--- config.mk ---
export PLATFORM = sky130hd
export DESIGN_NAME = strela_config_loader
export DESIGN_NICKNAME = d
export VERILOG_FILES = /design/src/rtl/strela_config_loader.sv
export SDC_FILE = /design/constraint.sdc
export NUM_CORES = 1
export LEC_CHECK = 0
export CORE_UTILIZATION = 40
export CTS_CLUSTER_SIZE = 25
export DETAILED_ROUTE_END_ITERATION = 10
export PLACE_DENSITY = 0.78
export SYNTH_ARGS = -nofsm -noshare
export SYNTH_HDL_FRONTEND = slang
export SYNTH_SLANG_ARGS = --single-unit
--- constraint.sdc ---
create_clock -name clk -period 2.3 [get_ports clk]
set_clock_uncertainty 0.1 [all_clocks]
set_input_delay 0.345 -clock clk [delete_from_list [all_inputs] [get_ports clk]]
set_output_delay 0.345 -clock clk [all_outputs]
set_load 0.01 [all_outputs]
--- src/rtl/strela_config_loader.sv ---
// Loads CGRA configuration words into a bitstream register, strobes it into the array and gates execution.
// Optional checksum word is enabled by defining STRELA_CONFIG_LOADER_CHECKSUM_EN.
module strela_config_loader #(
    parameter int DATA_WIDTH      = 32,
    parameter int BITSTREAM_WIDTH = 160,
    parameter int ENABLE_CYCLES   = 2
) (
    input  logic                       clk,
    input  logic                       rst_n,
    input  logic                       load_i,
    input  logic [DATA_WIDTH-1:0]      cfg_word_i,
    input  logic                       cfg_valid_i,
    output logic                       cfg_ready_o,
    input  logic                       exec_start_i,
    input  logic                       exec_stop_i,
    output logic [BITSTREAM_WIDTH-1:0] config_bitstream_o,
    output logic                       bitstream_enable_o,
    output logic                       execute_o,
    output logic                       busy_o,
    output logic                       cfg_loaded_o,
    output logic                       err_o
);
    localparam int NWORDS  = (BITSTREAM_WIDTH + DATA_WIDTH - 1) / DATA_WIDTH;
`ifdef STRELA_CONFIG_LOADER_CHECKSUM_EN
    localparam int NXFERS  = NWORDS + 1;
`else
    localparam int NXFERS  = NWORDS;
`endif
    localparam int CNT_W   = $clog2(NXFERS + 1);
    localparam int STORE_W = NWORDS * DATA_WIDTH;

    typedef enum logic [1:0] {IDLE, LOAD, ENABLE, EXEC} state_e;

    state_e             state_q, state_d;
    logic [CNT_W-1:0]   cnt_q, cnt_d;
    logic [3:0]         en_cnt_q, en_cnt_d;
    logic               loaded_q, loaded_d;
    logic [STORE_W-1:0] bits_q;
    logic               xfer;
    logic               last_xfer;

    assign xfer      = cfg_valid_i && (state_q == LOAD);
    assign last_xfer = xfer && (cnt_q == CNT_W'(NXFERS - 1));

`ifdef STRELA_CONFIG_LOADER_CHECKSUM_EN
    logic [DATA_WIDTH-1:0] csum_q, csum_d;
    logic                  err_q, err_d;
    assign err_o = err_q;
`else
    assign err_o = 1'b0;
`endif

    always_comb begin
        // NOTE: every variable gets its hold value first so no path can infer a latch.
        state_d  = state_q;
        cnt_d    = cnt_q;
        en_cnt_d = en_cnt_q;
        loaded_d = loaded_q;
`ifdef STRELA_CONFIG_LOADER_CHECKSUM_EN
        csum_d   = csum_q;
        err_d    = err_q;
`endif
        case (state_q)
            IDLE: begin
                if (load_i) begin
                    state_d  = LOAD;
                    cnt_d    = '0;
                    loaded_d = 1'b0;
`ifdef STRELA_CONFIG_LOADER_CHECKSUM_EN
                    csum_d   = '0;
                    err_d    = 1'b0;
`endif
                end else if (exec_start_i && loaded_q) begin
                    state_d = EXEC;
                end
            end
            LOAD: begin
                if (xfer) begin
                    cnt_d = cnt_q + CNT_W'(1);
`ifdef STRELA_CONFIG_LOADER_CHECKSUM_EN
                    if (cnt_q < CNT_W'(NWORDS)) csum_d = csum_q ^ cfg_word_i;
`endif
                    if (last_xfer) begin
                        en_cnt_d = '0;
                        state_d  = ENABLE;
`ifdef STRELA_CONFIG_LOADER_CHECKSUM_EN
                        // Final word is the checksum itself; a mismatch drops the load without a strobe.
                        if (cfg_word_i != csum_q) begin
                            state_d = IDLE;
                            err_d   = 1'b1;
                        end
`endif
                    end
                end
            end
            ENABLE: begin
                if (en_cnt_q == 4'(ENABLE_CYCLES - 1)) begin
                    state_d  = IDLE;
                    loaded_d = 1'b1;
                end else begin
                    en_cnt_d = en_cnt_q + 4'(1);
                end
            end
            EXEC: begin
                if (exec_stop_i) state_d = IDLE;
            end
            default: state_d = IDLE;
        endcase
    end

    always_ff @(posedge clk or negedge rst_n) begin
        if (!rst_n) begin
            state_q  <= IDLE;
            cnt_q    <= '0;
            en_cnt_q <= '0;
            loaded_q <= 1'b0;
`ifdef STRELA_CONFIG_LOADER_CHECKSUM_EN
            csum_q   <= '0;
            err_q    <= 1'b0;
`endif
        end else begin
            // NOTE: non-blocking assignments so every register samples pre-edge values.
            state_q  <= state_d;
            cnt_q    <= cnt_d;
            en_cnt_q <= en_cnt_d;
            loaded_q <= loaded_d;
`ifdef STRELA_CONFIG_LOADER_CHECKSUM_EN
            csum_q   <= csum_d;
            err_q    <= err_d;
`endif
        end
    end

    // Word k lands in slice k; the checksum word never matches a slice index and is not stored.
    always_ff @(posedge clk or negedge rst_n) begin
        if (!rst_n) begin
            bits_q <= '0;
        end else if (xfer) begin
            for (int k = 0; k < NWORDS; k++) begin
                if (cnt_q == CNT_W'(k)) bits_q[k*DATA_WIDTH +: DATA_WIDTH] <= cfg_word_i;
            end
        end
    end

    assign cfg_ready_o        = (state_q == LOAD);
    assign bitstream_enable_o = (state_q == ENABLE);
    assign execute_o          = (state_q == EXEC);
    assign busy_o             = (state_q != IDLE);
    assign cfg_loaded_o       = loaded_q;
    assign config_bitstream_o = bits_q[BITSTREAM_WIDTH-1:0];

endmodule
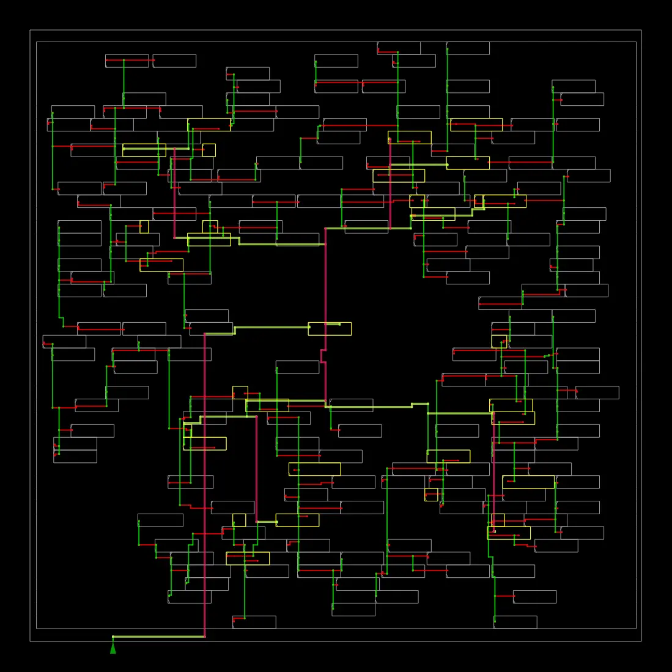
Figure 1: the clock network.
total clock buffers created by CTS: 17
flip-flops: 170
clk pwr: 2990 uW
# clk buffers: 17
clk sinks: 170

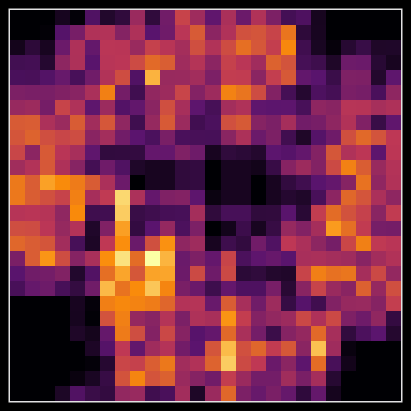
Figure 2: wiring heat map.
(3 px per um) 26 x 26 tiles, from black (low) to pale yellow (high), scaled to the fullest tile. Values are wire area over tile area, all layers added.
10% of the tiles are nearly empty. The mean over all tiles is 0.14. 24% of the tiles are over half the peak. The fullest tile reaches 0.42.

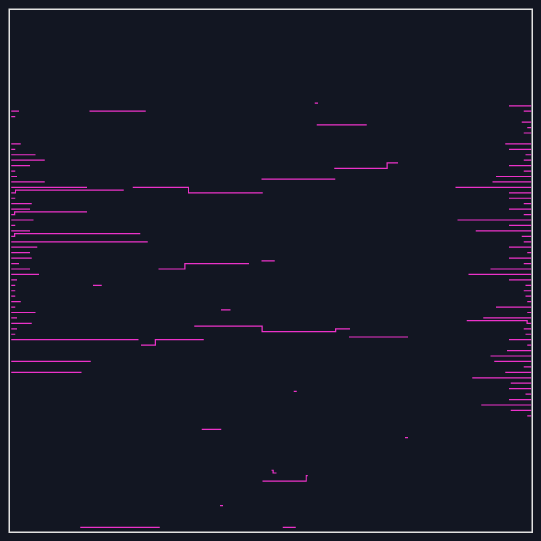
Figure 3: the metal 3 layer.
(4 px per um)
The layer carries 845 um of wire. The longest straight run is 33.8 um. 104 nets have wire on it. The layer holds 5.4% of the routed length. The wires run mostly horizontal.

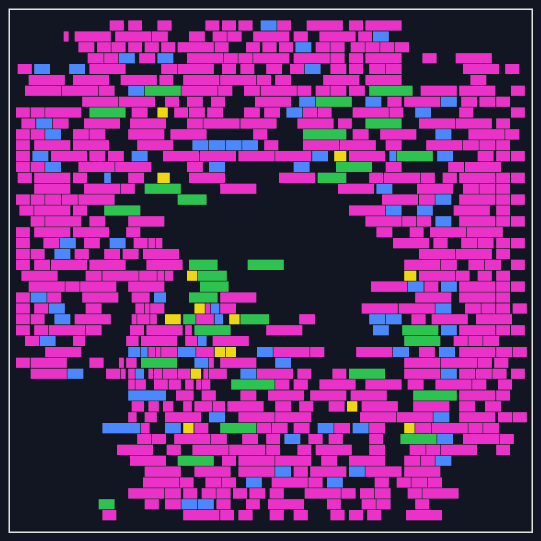
Figure 4: cells by drive strength.
(4 px per um)
_2 cells: shown in blue, cells 81, share 13%. _6 and larger: shown in green, cells 30, share 4.7%. _3 and _4 cells: shown in yellow, cells 14, share 2.2%. _0 and _1 cells: shown in magenta, cells 510, share 80%.

==> run summary <==
yosys + openroad results -> DRC viols 0, top cells by count dfrtp_1 (170), mux2_1 (92), mux2_2 (68), buf_4 (10), layout cells sized above 1 19.7%, Final Slew Violations 0, Gate Count Post-Synth between 400 and 500, clock power share between 20% and 30%, CTS resizes 5, H-tree depth 4, Finish-stage setup viols 0, port bufs 202, Std-Cell Rows around 46, Net Count, Synth roughly 450, Clock Path Buffers 2, postcts setup bufs 0, Comb power frac 40.3%, Hold Vio Cnt, Final 0, Setup crit end kind output port, period utilisation layout 95.8%, Pint ~9600 uW, Critical Path AT 1.76 ns, status completed, ys flops roughly 170, most common logic cells in the final layout clkdlybuf4s50_1 (199), dfrtp_1 (168), mux2_1 (92), mux2_2 (68), clkbuf_16 (17), GRT Resource Usage Total between 10% and 20%, R2R Setup Slk between 0.3 and 0.4 ns, Synth area leader dfrtp_1, Die ar. about 0.017 sq mm, max FFs per register 160, top area contributor share between 60% and 70%, max_slew headroom 62.0%, worst vdd ir 0.000725 V, die span in y 130 um
[stage by stage]
stage	power (uW)	hold WS, ns	worst slack, ns	instance area (sq um)	cells
after floorplan	7400	-0.0506	0.503	6590	405
after global placement	10700	0.223	0.271	8950	818
after detailed placement	10900	0.227	0.268	8950	818
after CTS	14000	0.341	0.0843	9590	851
after global routing	14600	0.376	0.0550	9590	851
final	13800	0.335	0.0972	9590	851
[final timing paths]
kind	end	depth (start not counted)	startpoint
setup / recovery	busy_o	2	state_q[0]
hold / removal	config_bitstream_o[66]	2	rst_n
setup reg to reg	config_bitstream_o[134]	6	cnt_q[0]
hold reg to reg	config_bitstream_o[77]	1	config_bitstream_o[77]
max in group asynchronous	config_bitstream_o[6]	3	rst_n
min in group clk	config_bitstream_o[77]	1	config_bitstream_o[77]
[layer usage]
layer  wire (um)  track usage, %  vias up
met2        8260            34.7      127
met3         845            5.49       19
met5           0               0        -
met4         271            7.03        0
li1            -               -     1875
met1        6250            22.8     2154
[cells by family (layout without fill, tap and decap cells)]
kind of cell             Yosys count  in the layout  synth area share (%)
AND-OR/OR-AND                     19             19                  2.05
adder cells (fa/ha/maj)            7              7                  1.33
other                              1              1                0.0569
AND/OR/NAND/NOR                   20             20                  1.84
flip-flops                       170            170                  64.5
buffers and inverters             25            255                  2.39
multiplexers                     163            163                  27.8
[layout make-up]
| type | count | share of cell area, % |
|---|---|---|
| flip-flops and latches | 170 | 44.4 |
| well taps | 216 | 2.82 |
| repair buffers | 216 | 23.1 |
| inverters | 7 | 0.274 |
| multi-input cells | 210 | 22.9 |
| clock inverters | 15 | 2.09 |
| clock buffers | 17 | 4.44 |
[critical path: stages (launching register included)]
cell             delay [ns]
dfrtp_2                0.50
or2_2                  0.34
clkdlybuf4s50_1        0.50
Power is estimated from default activity; no workload was simulated.
